--- config.mk ---
export PLATFORM = sky130hd
export DESIGN_NAME = enet_bus_arbiter_flat
export DESIGN_NICKNAME = d
export VERILOG_FILES = /design/src/rtl/enet_bus_arbiter_if.sv /design/src/rtl/enet_bus_arbiter.sv /design/src/flat_wrapper.sv
export SDC_FILE = /design/constraint.sdc
export NUM_CORES = 1
export LEC_CHECK = 0
export CAP_MARGIN = 20
export CORE_AREA = 2 2 97 99
export DETAILED_ROUTE_END_ITERATION = 6
export DIE_AREA = 0 0 99 101
export PLACE_DENSITY = 0.88
export SYNTH_ARGS = -nofsm -noshare
export SYNTH_HDL_FRONTEND = slang
export SYNTH_SLANG_ARGS = --single-unit
--- constraint.sdc ---
create_clock -name clk -period 2.88 [get_ports clk]
set_clock_uncertainty 0.05 [all_clocks]
set_input_delay 0.576 -clock clk [delete_from_list [all_inputs] [get_ports clk]]
set_output_delay 0.576 -clock clk [all_outputs]
set_load 0.01 [all_outputs]
--- src/rtl/enet_bus_arbiter_if.sv ---
// Requester port bundle for enet_bus_arbiter.
// One instance per requester. The requester (master) drives the request
// fields and holds them with valid until it sees ready; the arbiter (slave)
// answers with one-cycle ready and done pulses.
//   valid     : access request
//   write     : 1 = data write, 0 = data read
//   index     : DM9000A register index
//   wdata     : write data
//   lock      : keep the grant after this access (sampled at accept)
//   data_only : skip the INDEX phase (honoured only for the lock holder)
//   ready     : request accepted, fields captured
//   done      : access complete
interface enet_bus_arbiter_if;
    localparam int unsigned IDX_W  = 8;
    localparam int unsigned DATA_W = 16;

    logic              valid;
    logic              write;
    logic [IDX_W-1:0]  index;
    logic [DATA_W-1:0] wdata;
    logic              lock;
    logic              data_only;
    logic              ready;
    logic              done;

    modport master (
        output valid, write, index, wdata, lock, data_only,
        input  ready, done
    );

    modport slave (
        input  valid, write, index, wdata, lock, data_only,
        output ready, done
    );
endinterface

--- src/rtl/enet_bus_arbiter.sv ---
// DM9000A host-bus owner shared by two requesters.
// req0 is the init/config sequencer, req1 the RX packet reader. Each access
// is an INDEX write (cmd=0) followed by a DATA read/write (cmd=1), each phase
// split into setup/strobe/recovery intervals. Round-robin arbitration with
// a lock so the lock holder can stream data-only (MRCMD) words.
// Optional feature: define ENET_ARB_STATS_EN to enable the per-requester
// saturating grant counters; otherwise stat_grants0/1 read as zero.
// Ports:
//   clk, reset           : clock, asynchronous active-high reset
//   req0, req1           : requester bundles (enet_bus_arbiter_if.slave)
//   rdata                : read data, valid with done, held until next read
//   enet_cs_n/cmd/wr_n/rd_n : DM9000A bus controls
//   enet_data_out/oe     : data pad drive value and enable
//   enet_data_in         : data pad input
//   stat_grants0/1       : accept counters
module enet_bus_arbiter #(
    parameter int unsigned SETUP_CYCLES    = 2,
    parameter int unsigned STROBE_CYCLES   = 3,
    parameter int unsigned RECOVERY_CYCLES = 2
) (
    input  logic                clk,
    input  logic                reset,
    enet_bus_arbiter_if.slave   req0,
    enet_bus_arbiter_if.slave   req1,
    output logic [15:0]         rdata,
    output logic                enet_cs_n,
    output logic                enet_cmd,
    output logic                enet_wr_n,
    output logic                enet_rd_n,
    output logic [15:0]         enet_data_out,
    output logic                enet_data_oe,
    input  logic [15:0]         enet_data_in,
    output logic [15:0]         stat_grants0,
    output logic [15:0]         stat_grants1
);

    localparam int unsigned CNT_W  = 4;
    localparam int unsigned IDX_W  = 8;
    localparam int unsigned DATA_W = 16;

    localparam logic [CNT_W-1:0] SU_LD = CNT_W'(SETUP_CYCLES - 1);
    localparam logic [CNT_W-1:0] ST_LD = CNT_W'(STROBE_CYCLES - 1);
    localparam logic [CNT_W-1:0] RC_LD = CNT_W'(RECOVERY_CYCLES - 1);

    typedef enum logic [2:0] {
        IDLE, IX_SU, IX_ST, IX_RC, DT_SU, DT_ST, DT_RC
    } state_t;

    typedef struct packed {
        logic              cs_n;
        logic              cmd;
        logic              wr_n;
        logic              rd_n;
        logic              oe;
        logic [DATA_W-1:0] data;
    } bus_t;

    localparam bus_t BUS_IDLE = '{cs_n: 1'b1, cmd: 1'b0, wr_n: 1'b1,
                                  rd_n: 1'b1, oe: 1'b0, data: '0};

    // Bus levels for the state being entered.
    function automatic bus_t bus_drive(input state_t st, input logic wr,
                                       input logic [IDX_W-1:0]  idx,
                                       input logic [DATA_W-1:0] wd);
        bus_t b;
        b = BUS_IDLE;
        case (st)
            IX_SU, IX_ST, IX_RC: begin
                b.cs_n = 1'b0;
                b.oe   = 1'b1;
                b.data = {{(DATA_W-IDX_W){1'b0}}, idx};
                b.wr_n = (st != IX_ST);
            end
            DT_SU, DT_ST, DT_RC: begin
                b.cs_n = 1'b0;
                b.cmd  = 1'b1;
                b.oe   = wr;
                b.data = wr ? wd : '0;
                b.wr_n = !(wr && (st == DT_ST));
                b.rd_n = !(!wr && (st == DT_ST));
            end
            default: b = BUS_IDLE;
        endcase
        return b;
    endfunction

    state_t            state;
    logic [CNT_W-1:0]  cnt;
    bus_t              bus_q;
    logic              rdy0, rdy1, done0, done1;
    logic              cur_sel, cur_write, cur_do;
    logic [IDX_W-1:0]  cur_index;
    logic [DATA_W-1:0] cur_wdata;
    logic              lock_held, holder, ptr;

    logic elig0_c, elig1_c, grant_sel_c, decide_c, accept_c, holder_valid_c;
    logic sel_write_c, sel_lock_c, sel_do_c;
    logic [IDX_W-1:0]  sel_index_c;
    logic [DATA_W-1:0] sel_wdata_c;

    // Arbitration: decided in IDLE, or in the last recovery cycle so a new
    // ready can coincide with the previous done (back-to-back).
    always_comb begin
        elig0_c        = req0.valid && (!lock_held || !holder);
        elig1_c        = req1.valid && (!lock_held ||  holder);
        grant_sel_c    = (elig0_c && elig1_c) ? ptr : elig1_c;
        decide_c       = ((state == IDLE) && !rdy0 && !rdy1) ||
                         ((state == DT_RC) && (cnt == '0));
        accept_c       = decide_c && (elig0_c || elig1_c);
        holder_valid_c = holder ? req1.valid : req0.valid;
        sel_write_c    = grant_sel_c ? req1.write     : req0.write;
        sel_index_c    = grant_sel_c ? req1.index     : req0.index;
        sel_wdata_c    = grant_sel_c ? req1.wdata     : req0.wdata;
        sel_lock_c     = grant_sel_c ? req1.lock      : req0.lock;
        sel_do_c       = grant_sel_c ? req1.data_only : req0.data_only;
    end

    // Access sequencer, arbitration state and registered bus outputs.
    always_ff @(posedge clk or posedge reset) begin
        if (reset) begin
            state     <= IDLE;
            cnt       <= '0;
            bus_q     <= BUS_IDLE;
            rdy0      <= 1'b0;
            rdy1      <= 1'b0;
            done0     <= 1'b0;
            done1     <= 1'b0;
            rdata     <= '0;
            cur_sel   <= 1'b0;
            cur_write <= 1'b0;
            cur_do    <= 1'b0;
            cur_index <= '0;
            cur_wdata <= '0;
            lock_held <= 1'b0;
            holder    <= 1'b0;
            ptr       <= 1'b0;
        end else begin
            rdy0  <= 1'b0;
            rdy1  <= 1'b0;
            done0 <= 1'b0;
            done1 <= 1'b0;

            // cnt is always zero in IDLE, so IDLE is handled in the case.
            if (cnt != '0) begin
                cnt <= cnt - CNT_W'(1);
            end else begin
                case (state)
                    IDLE: begin
                        if (rdy0 || rdy1) begin
                            state <= cur_do ? DT_SU : IX_SU;
                            cnt   <= SU_LD;
                            bus_q <= bus_drive(cur_do ? DT_SU : IX_SU,
                                               cur_write, cur_index, cur_wdata);
                        end else if (lock_held && !holder_valid_c) begin
                            lock_held <= 1'b0;
                        end
                    end
                    IX_SU: begin
                        state <= IX_ST;
                        cnt   <= ST_LD;
                        bus_q <= bus_drive(IX_ST, cur_write, cur_index, cur_wdata);
                    end
                    IX_ST: begin
                        state <= IX_RC;
                        cnt   <= RC_LD;
                        bus_q <= bus_drive(IX_RC, cur_write, cur_index, cur_wdata);
                    end
                    IX_RC: begin
                        state <= DT_SU;
                        cnt   <= SU_LD;
                        bus_q <= bus_drive(DT_SU, cur_write, cur_index, cur_wdata);
                    end
                    DT_SU: begin
                        state <= DT_ST;
                        cnt   <= ST_LD;
                        bus_q <= bus_drive(DT_ST, cur_write, cur_index, cur_wdata);
                    end
                    DT_ST: begin
                        if (!cur_write) rdata <= enet_data_in;
                        state <= DT_RC;
                        cnt   <= RC_LD;
                        bus_q <= bus_drive(DT_RC, cur_write, cur_index, cur_wdata);
                    end
                    DT_RC: begin
                        state <= IDLE;
                        bus_q <= BUS_IDLE;
                        done0 <= !cur_sel;
                        done1 <= cur_sel;
                    end
                    default: begin
                        state <= IDLE;
                        bus_q <= BUS_IDLE;
                    end
                endcase
            end

            // data_only is honoured only if this side already held the lock.
            if (accept_c) begin
                rdy0      <= !grant_sel_c;
                rdy1      <= grant_sel_c;
                cur_sel   <= grant_sel_c;
                cur_write <= sel_write_c;
                cur_index <= sel_index_c;
                cur_wdata <= sel_wdata_c;
                cur_do    <= sel_do_c && lock_held && (holder == grant_sel_c);
                lock_held <= sel_lock_c;
                holder    <= grant_sel_c;
                if (elig0_c && elig1_c) ptr <= !ptr;
            end
        end
    end

    assign enet_cs_n     = bus_q.cs_n;
    assign enet_cmd      = bus_q.cmd;
    assign enet_wr_n     = bus_q.wr_n;
    assign enet_rd_n     = bus_q.rd_n;
    assign enet_data_oe  = bus_q.oe;
    assign enet_data_out = bus_q.data;
    assign req0.ready    = rdy0;
    assign req1.ready    = rdy1;
    assign req0.done     = done0;
    assign req1.done     = done1;

`ifdef ENET_ARB_STATS_EN
    // Saturating accept counters.
    always_ff @(posedge clk or posedge reset) begin
        if (reset) begin
            stat_grants0 <= '0;
            stat_grants1 <= '0;
        end else if (accept_c) begin
            if (!grant_sel_c && (stat_grants0 != 16'hFFFF))
                stat_grants0 <= stat_grants0 + 16'd1;
            if (grant_sel_c && (stat_grants1 != 16'hFFFF))
                stat_grants1 <= stat_grants1 + 16'd1;
        end
    end
`else
    assign stat_grants0 = 16'h0000;
    assign stat_grants1 = 16'h0000;
`endif

endmodule

--- src/flat_wrapper.sv ---
// flat-port wrapper written by rule: the top's interface ports become plain ports
module enet_bus_arbiter_flat 
#(
    parameter int unsigned SETUP_CYCLES    = 2,
    parameter int unsigned STROBE_CYCLES   = 3,
    parameter int unsigned RECOVERY_CYCLES = 2
)
  (clk, reset, rdata, enet_cs_n, enet_cmd, enet_wr_n, enet_rd_n, enet_data_out, enet_data_oe, enet_data_in, stat_grants0, stat_grants1, req0_valid, req0_write, req0_index, req0_wdata, req0_lock, req0_data_only, req0_ready, req0_done, req1_valid, req1_write, req1_index, req1_wdata, req1_lock, req1_data_only, req1_ready, req1_done);
  enet_bus_arbiter_if req0_i ();
  enet_bus_arbiter_if req1_i ();
  input  logic clk;
  input  logic reset;
  output logic [15:0] rdata;
  output logic enet_cs_n;
  output logic enet_cmd;
  output logic enet_wr_n;
  output logic enet_rd_n;
  output logic [15:0] enet_data_out;
  output logic enet_data_oe;
  input  logic [15:0] enet_data_in;
  output logic [15:0] stat_grants0;
  output logic [15:0] stat_grants1;
  input wire logic [$bits(req0_i.valid)-1:0] req0_valid;
  input wire logic [$bits(req0_i.write)-1:0] req0_write;
  input wire logic [$bits(req0_i.index)-1:0] req0_index;
  input wire logic [$bits(req0_i.wdata)-1:0] req0_wdata;
  input wire logic [$bits(req0_i.lock)-1:0] req0_lock;
  input wire logic [$bits(req0_i.data_only)-1:0] req0_data_only;
  output wire logic [$bits(req0_i.ready)-1:0] req0_ready;
  output wire logic [$bits(req0_i.done)-1:0] req0_done;
  input wire logic [$bits(req1_i.valid)-1:0] req1_valid;
  input wire logic [$bits(req1_i.write)-1:0] req1_write;
  input wire logic [$bits(req1_i.index)-1:0] req1_index;
  input wire logic [$bits(req1_i.wdata)-1:0] req1_wdata;
  input wire logic [$bits(req1_i.lock)-1:0] req1_lock;
  input wire logic [$bits(req1_i.data_only)-1:0] req1_data_only;
  output wire logic [$bits(req1_i.ready)-1:0] req1_ready;
  output wire logic [$bits(req1_i.done)-1:0] req1_done;
  assign req0_i.valid = req0_valid;
  assign req0_i.write = req0_write;
  assign req0_i.index = req0_index;
  assign req0_i.wdata = req0_wdata;
  assign req0_i.lock = req0_lock;
  assign req0_i.data_only = req0_data_only;
  assign req0_ready = req0_i.ready;
  assign req0_done = req0_i.done;
  assign req1_i.valid = req1_valid;
  assign req1_i.write = req1_write;
  assign req1_i.index = req1_index;
  assign req1_i.wdata = req1_wdata;
  assign req1_i.lock = req1_lock;
  assign req1_i.data_only = req1_data_only;
  assign req1_ready = req1_i.ready;
  assign req1_done = req1_i.done;
  enet_bus_arbiter #(.SETUP_CYCLES(SETUP_CYCLES), .STROBE_CYCLES(STROBE_CYCLES), .RECOVERY_CYCLES(RECOVERY_CYCLES)) u_core (.clk(clk), .reset(reset), .req0(req0_i), .req1(req1_i), .rdata(rdata), .enet_cs_n(enet_cs_n), .enet_cmd(enet_cmd), .enet_wr_n(enet_wr_n), .enet_rd_n(enet_rd_n), .enet_data_out(enet_data_out), .enet_data_oe(enet_data_oe), .enet_data_in(enet_data_in), .stat_grants0(stat_grants0), .stat_grants1(stat_grants1));
endmodule
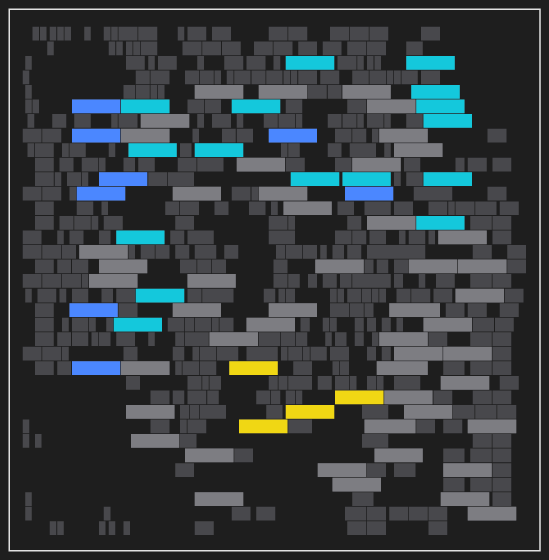
Run 1: register map, names as in the netlist
Other sequential cells in the stronger gray, the rest of the logic in the fainter gray.
legend:
  blue:
    name_in_the_netlist: u_core.cur_index
    flops: 8
  cyan:
    name_in_the_netlist: u_core.enet_data_out
    flops: 16
  yellow:
    name_in_the_netlist: u_core.cnt
    flops: 4
    where: bottom center
Reg area: 0.00193 mm2
sequential power: 0.00198 W

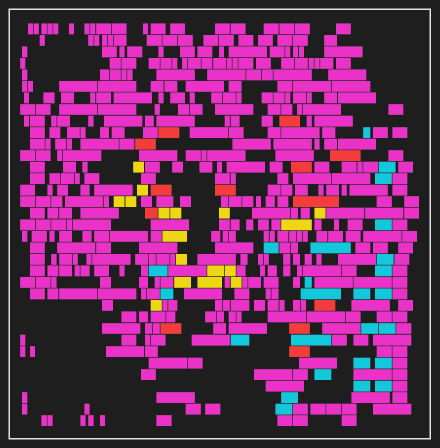
Run 1: cells by drive strength
legend:
  cyan:
    size: drive 2
    cells: 25
    share: 5.2%
  red:
    size: drive 6 and up
    cells: 13
    share: 2.7%
  yellow:
    size: drive 3 to 4
    cells: 17
    share: 3.5%
  magenta:
    size: drive 1 or less
    cells: 426
    share: 89%
P&R area growth vs syn: 34.5%
setup ws final: 0.477 ns

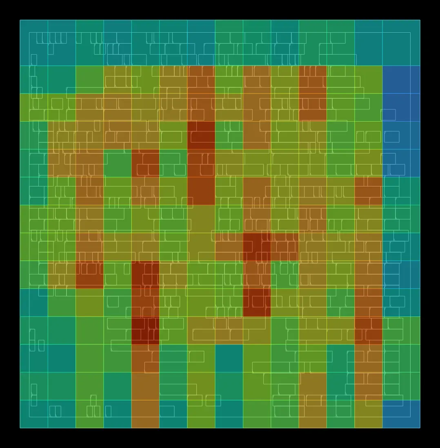
Run 1: routing congestion map
GRT busiest layer: met2
per-cell routed wire length: 15.6 um

==> out/metrics.csv, run 1 <==
stage,metric,value,unit
logic_synthesis,synthArstFlopShare,100,%
detailed_routing,firstDrtPassIters,4,
floorplanning,die_x,99,um
critical_path,crit_top_cell,buf_4,
critical_path,max_stage_delay,0.50,ns
detailed_routing,vias,3037,
clocking,root_buffer,clkbuf_8,
clocking,cts_hold_buffers,0,
detailed_routing,routed_wirelength,9.21,mm
floorplanning,die_h,101,um
clocking,cts_setup_buffers,0,
critical_path,path_depth,8,
logic_synthesis,ys_cells,365,
floorplanning,num_rows,35,
clocking,numCtsBuffers,9,
hold_path,hold_path_depth,2,
logic_synthesis,top_area_share,47.8,%
sta,hold_violations,0,
global_routing,grt_pass1_wl,14.8,mm
clocking,clockBufferDepth,2,
critical_path,reg2reg_depth,8,
logic_synthesis,synth_area,0.00387,mm2
floorplanning,core-area,0.00898,mm2
layout,fillers,773,
critical_path,reg2reg_from,u_core.cnt[0]$_DFFE_PP0P_,
place,dp_hpwl,6.69,mm
floorplanning,io-pin-count,147,
power_and_ir_drop,leakagePower,2.35,nW
place,port_buffers,114,
detailed_routing,drc_errors,0,
critical_path,crit_path_start_kind,register,
detailed_routing,drt_first_iter_violations,142,
sta,worstMarginPinSlew,1.03,ns
global_routing,grt_max_degree,49,
logic_synthesis,synth_seq_share,49.9,%
power_and_ir_drop,powerDensity,1000,mW/mm2
status,status,"complete, no violations",
critical_path,worstSetupEndpointType,register,
global_routing,gr-total-overflow,0,
critical_path,arrival,2.60,ns
critical_path,cp_max_fo,27,
detailed_routing,drtAntennaViolNets,0,
logic_synthesis,ys_area,0.00387,mm2
critical_path,reg2reg_slack,0.48,ns
place,gp_congestion,0.803,
logic_synthesis,top_area_cell,dfrtp_1,
detailed_routing,vias_per_cell,5.13,
logic_synthesis,ys_top_cells_by_count,"dfrtp_1, inv_1, buf_4, o211ai_1, o221ai_1",
sta,period_needed,2.40,ns
logic_synthesis,ys_types,52,
logic_synthesis,ys_ff,77,
global_routing,grt_pass1_vias,2918,
layout,final_core_util,58.0,%
critical_path,worstPathCellList,inv_1 -> ha_1 -> or3b_1 -> nor3_4 -> buf_4 -> o211ai_2 -> buf_4 -> o221ai_1,
clocking,htree_levels,3,
sta,setup_tns,0,ns
critical_path,path_buffers,3,
clocking,cts_resized,0,
power_and_ir_drop,max-vdd-ir-drop,0.400,mV
run,maxCapViolations,0,
clocking,cts_tree,done,
global_routing,antenna_found_initial,0,
critical_path,critPathSlowestCell,or3b_1,
layout,drive_above_1_share,11.4,%
hold_path,hold_class,register to register,
clocking,clk-insertion-delay-late,0.34,ns
sta,fmax,416,MHz
logic_synthesis,yosysWarnings,0,
logic_synthesis,synthCells,365,
sta,rsz0062_at_grt,false,
global_routing,grt_usage,18.8,%
logic_synthesis,syn_area_per_cell,10.6,um2
clocking,cts_sinks,77,
sta,drv_slew,0,
logic_synthesis,top_cell,dfrtp_1,
clocking,clkTransAtPathRegs,0.08,ns
logic_synthesis,topCellsByArea,"dfrtp_1, buf_4, o221ai_1",
critical_path,crit_family,simple AND/OR/NAND/NOR gates,
hold_path,min_from,u_core.enet_rd_n$_DFFE_PP1P_,
critical_path,path_class,register to register,
floorplanning,die-area,0.0100,mm2
sta,setup_viol,0,
layout,final_nets,551,
## run 1: worst min-delay path: stages, from the launching register on
cell and delay [ns]:
dfstp_2 0.37, nand2_1 0.04, o21ai_0 0.07
## run 1: report_power, final
group	switching, W	total, W	leakage (nW)	internal, W
Clock	0.000405	0.000831	0.0959	0.000426
Sequential	0.000356	0.00198	0.949	0.00162
Combinational	0.00116	0.00242	1.31	0.00126
## run 1: sequential cells by signal, indices dropped and copies added (netlist names), 3 cells and up
signal and cells:
u_core.rdata 16, u_core.enet_data_out 16, u_core.cur_index 8, u_core.state 3, u_core.cnt 4, u_core.cur_wdata 16
## run 1: per-stage QoR
step | std cells | instance area (um2) | hold slack (ns) | worst slack [ns] | power, W
2_1_floorplan | 396 | 3990 | 0.389 | 0.292 | 0.00345
3_3_place_gp | 576 | 5000 | 0.408 | 0.218 | 0.00430
3_5_place_dp | 576 | 5000 | 0.428 | 0.175 | 0.00443
4_1_cts | 592 | 5200 | 0.441 | 0.445 | 0.00527
5_1_grt | 592 | 5200 | 0.462 | 0.281 | 0.00562
6_report | 592 | 5200 | 0.436 | 0.477 | 0.00523
## run 1: cells in the final DEF, fill, tap and decap left out, types with 9 or more instances in the layout
| cell type | count |
|---|---|
| clkbuf_8 | 10 |
| nand2_1 | 9 |
| o21ai_0 | 9 |
| inv_1 | 58 |
| o211ai_1 | 26 |
| buf_4 | 10 |
| clkdlybuf4s50_1 | 114 |
| dfrtp_1 | 74 |
| conb_1 | 32 |
| o221ai_1 | 26 |
| mux2_2 | 16 |
## run 1: area by class of cell
class | count | area (um2) | share of cell area, %
timing repair buffer | 125 | 1240 | 23.8
multi-input combinational | 204 | 1480 | 28.3
clock inverter | 5 | 58.8 | 1.13
clock buffer | 11 | 141 | 2.72
sequential | 77 | 1930 | 37.1
tap | 111 | 139 | 2.67
inverter | 59 | 223 | 4.28
## run 1: metal layers
metal	wire length, um	global-route usage [%]	share of wire [%]
met2	4720	31.8	51
met3	556	4.44	6.0
met5	0	0	0
met1	3880	24.5	42
met4	48	4.64	0.52
## run 1: kinds of logic after synthesis
logic type                 synth area share (%)
DFF                                        49.9
adders and majority gates                 0.323
and+or+nand+nor                            7.69
AOI/OAI and AO/OA                          21.3
buffers and inverters                      15.0
xor gates and xnor gates                  0.226
other                                    0.0969
muxes                                      5.46
## run 1: how the worst max path moves through the flow
stage | startpoint | end
after floorplan | reset | u_core.cnt[0]$_DFFE_PP0P_
after global placement | req0_valid | u_core.lock_held$_DFFE_PP0P_
after detailed placement | req0_valid | u_core.cur_wdata[1]$_DFFE_PP0N_
after CTS | u_core.cnt[0]$_DFFE_PP0P_ | u_core.cur_wdata[5]$_DFFE_PP0N_
after global routing | u_core.cnt[0]$_DFFE_PP0P_ | u_core.cur_wdata[5]$_DFFE_PP0N_
final | u_core.cnt[0]$_DFFE_PP0P_ | u_core.cur_wdata[10]$_DFFE_PP0N_
--- run 2 (diff from run 1) ---
clock period = 2.4 ns   (was 2.88 ns; I/O delays follow)
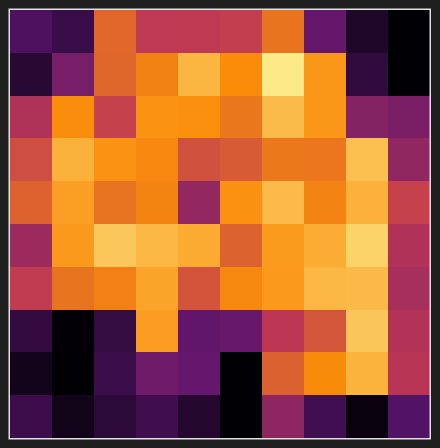
Run 2: local utilization
10 x 10 tiles, from black (low) to pale yellow (high), 0 to 100% covered.
nearly empty tiles: 6.0%
mean over tiles: 52%
emptiest ninth of the die: lower left
tiles over 75% full: 29%
fullest tile: 95%
FP Core Util: 43.1%
core area: 0.00898 mm2
fin util: 59.4%

==> out/metrics.csv, run 2 <==
stage,metric,value,unit,change
power_and_ir_drop,leakagePower,2.42,nW,+2.8%
logic_synthesis,ys_ff,77,,unchanged
clocking,htree_levels,3,,unchanged
sta,hold_violations,0,,unchanged
layout,drive_above_1_share,13.1,%,+1.7 points
layout,lay_top_count,clkdlybuf4s50_1,,
place,gp_congestion,0.778,,-3.1%
critical_path,critPathSlowestCell,or3b_4,,
power_and_ir_drop,powerDensity,1240,mW/mm2,+23%
critical_path,critPathLaunch,u_core.cnt[0]$_DFFE_PP0P_,,
floorplanning,num_rows,35,,unchanged
logic_synthesis,ys_types,52,,unchanged
floorplanning,die-area,0.0100,mm2,unchanged
critical_path,reg2reg_from,u_core.cnt[0]$_DFFE_PP0P_,,
power_and_ir_drop,max-vdd-ir-drop,0.509,mV,+27%
floorplanning,die_h,101,um,unchanged
place,dpl.cell_count,583,,+1.2%
logic_synthesis,syn_area_per_cell,10.6,um2,unchanged
global_routing,grt_usage,19.1,%,+0.28 points
critical_path,cp_max_fo,16,,-41%
floorplanning,io-pin-count,147,,unchanged
hold_path,hold_path_depth,1,,-1
sta,period_needed,2.21,ns,-0.194 ns
place,place_ws,0.0805,ns,-0.0948 ns
floorplanning,die_x,99,um,unchanged
layout,instances_no_fill,599,,+1.2%
global_routing,antenna_found_initial,0,,unchanged
power_and_ir_drop,p_comb_share,46.7,%,+0.4 points
hold_path,hold_class,register to register,,
place,placed_area,0.00508,mm2,+1.6%
logic_synthesis,top_area_share,47.8,%,unchanged
critical_path,reg2reg_slack,0.19,ns,-0.29 ns
global_routing,grt_pass1_wl,15.1,mm,+2.5%
status,status,"complete, no violations",,
detailed_routing,wl_per_cell,15.7,um,+0.82%
global_routing,gr-total-overflow,0,,unchanged
global_routing,grt_util_met3,4.79,%,+0.35 points
detailed_routing,firstDrtPassIters,4,,unchanged
logic_synthesis,ys_cells,365,,unchanged
clocking,clkTransAtPathRegs,0.08,ns,about the same
global_routing,grt_max_degree,29,,-41%
layout,syn_to_final_growth,37.8,%,
power_and_ir_drop,power.switching,0.00236,W,+23%
power_and_ir_drop,netSwitchingFraction,35.8,%,-0.98 points
sta,drv_slew,0,,unchanged
place,dp_hpwl,6.83,mm,+2.1%
sta,setup_ws,0.191,ns,-0.286 ns
sta,fmax,453,MHz,+8.8%
critical_path,worstSetupEndpointType,register,,
critical_path,path_class,register to register,,
clocking,clk-insertion-delay-late,0.34,ns,about the same
sta,setup_tns,0,ns,unchanged
layout,layout_top_cells,"clkdlybuf4s50_1, dfrtp_1, inv_1, conb_1",,
logic_synthesis,top_area_cell,dfrtp_1,,
layout,final_nets,558,,+1.3%
clocking,cts_sinks,77,,unchanged
detailed_routing,drtAntennaViolNets,0,,unchanged
power_and_ir_drop,total_power,0.00659,W,+26%
detailed_routing,vias_per_cell,5.20,,+1.3%
global_routing,grtUsageMet2,34.5,%,+2.7 points
hold_path,min_from,u_core.ptr$_DFFE_PP0P_,,
clocking,cts_hold_buffers,0,,unchanged
clocking,numCtsBuffers,9,,unchanged
clocking,cts_tree,done,,
logic_synthesis,ys_area,0.00387,mm2,unchanged
clocking,clockBufferDepth,2,,unchanged
global_routing,met1_usage,22.3,%,-2.2 points
layout,fillers,742,,-4.0%
logic_synthesis,synthArstFlopShare,100,%,unchanged
critical_path,reg2reg_depth,7,,-1
detailed_routing,drc_errors,0,,unchanged
global_routing,grt_pass1_vias,3222,,+10%
clocking,root_buffer,clkbuf_8,,
logic_synthesis,top_cell,dfrtp_1,,
sta,rsz0062_at_grt,false,,
logic_synthesis,topCellsByArea,"dfrtp_1, buf_4, o221ai_1",,
run,maxCapViolations,0,,unchanged
logic_synthesis,synth_seq_share,49.9,%,unchanged
critical_path,worstPathCellList,inv_1 -> ha_1 -> or3b_4 -> nor3_4 -> o21a_1 -> buf_4 -> o221ai_1,,
critical_path,arrival,2.37,ns,-0.23 ns
clocking,cts_resized,0,,unchanged
global_routing,top_usage_layer,met2,,
==> run 2: cell count changes in the layout (fill, tap and decap cells not counted) <==
| cell | previous run | this run |
|---|---|---|
| or3b_1 | 1 | 0 |
| clkinv_2 | 2 | 0 |
| inv_6 | 1 | 0 |
| buf_4 | 10 | 15 |
| buf_12 | 1 | 3 |
| or3b_4 | 0 | 1 |
| clkbuf_8 | 10 | 9 |
| clkinv_4 | 0 | 3 |
| clkbuf_1 | 1 | 0 |
| bufinv_16 | 1 | 3 |
==> run 2: layout make-up <==
| cell class | instances | area [um2] | area share, % |
|---|---|---|---|
| Multi-Input combinational cell | 204 | 1480 | 27.7 |
| Sequential cell | 77 | 1930 | 36.2 |
| Clock inverter | 7 | 124 | 2.32 |
| Inverter | 59 | 225 | 4.22 |
| Tap cell | 111 | 139 | 2.60 |
| Clock buffer | 9 | 124 | 2.32 |
| Timing Repair Buffer | 132 | 1310 | 24.6 |
==> run 2: power by group through the flow <==
stage	clock network (W)	logic (W)	registers [W]
3_5_place_dp	0	0.00307	0.00234
2_1_floorplan	0	0.00172	0.00242
4_1_cts	0.00121	0.00309	0.00232
6_report	0.00119	0.00308	0.00232
5_1_grt	0.00127	0.00335	0.00241
3_3_place_gp	0	0.00295	0.00230
==> run 2: critical path, delay by kind of cell (launching register included) <==
family / cells / cell delay (ns)
buffers and inverters: 2 / 0.37
DFF: 1 / 0.37
adders and majority gates: 1 / 0.24
and+or+nand+nor: 2 / 0.70
AOI/OAI and AO/OA: 2 / 0.35
==> run 2: cell families (layout without fill, tap and decap cells) <==
logic type               count (synthesis)  count (layout)  share of synthesized area [%]
AND-OR/OR-AND                          103             103                           21.3
XOR/XNOR                                 1               1                          0.226
adder cells (fa/ha/maj)                  1               1                          0.323
buffers and inverters                  115             207                           15.0
flip-flops                              77              77                           49.9
multiplexers                            19              19                           5.46
other                                    1              32                         0.0969
AND/OR/NAND/NOR                         48              48                           7.69
==> run 2: metrics by stage <==
stage | hold slack, ns | utilization [%]
3_3_place_gp | 0.407 | 56.6
3_5_place_dp | 0.414 | 56.6
5_1_grt | 0.438 | 59.4
6_report | 0.425 | 59.4
4_1_cts | 0.430 | 59.4
2_1_floorplan | 0.389 | -
==> run 2: how the worst max path moves through the flow <==
| stage | slack, ns | endpoint | depth (start not counted) |
|---|---|---|---|
| 2_1_floorplan | 0.28 | u_core.cur_do$_DFFE_PP0N_ | 8 |
| 3_3_place_gp | 0.15 | u_core.cur_sel$_DFFE_PP0N_ | 6 |
| 3_5_place_dp | 0.08 | u_core.cur_wdata[8]$_DFFE_PP0N_ | 6 |
| 4_1_cts | 0.13 | u_core.cur_wdata[6]$_DFFE_PP0N_ | 7 |
| 5_1_grt | 0.05 | u_core.cur_wdata[12]$_DFFE_PP0N_ | 7 |
| 6_report | 0.19 | u_core.cur_wdata[8]$_DFFE_PP0N_ | 7 |
==> run 2: metal layers <==
layer	share of wire [%]	routed length [um]
met5	0	0
met4	1.7	164
met3	6.0	564
met2	52	4890
met1	40	3770
Power is estimated from default activity; no workload was simulated.
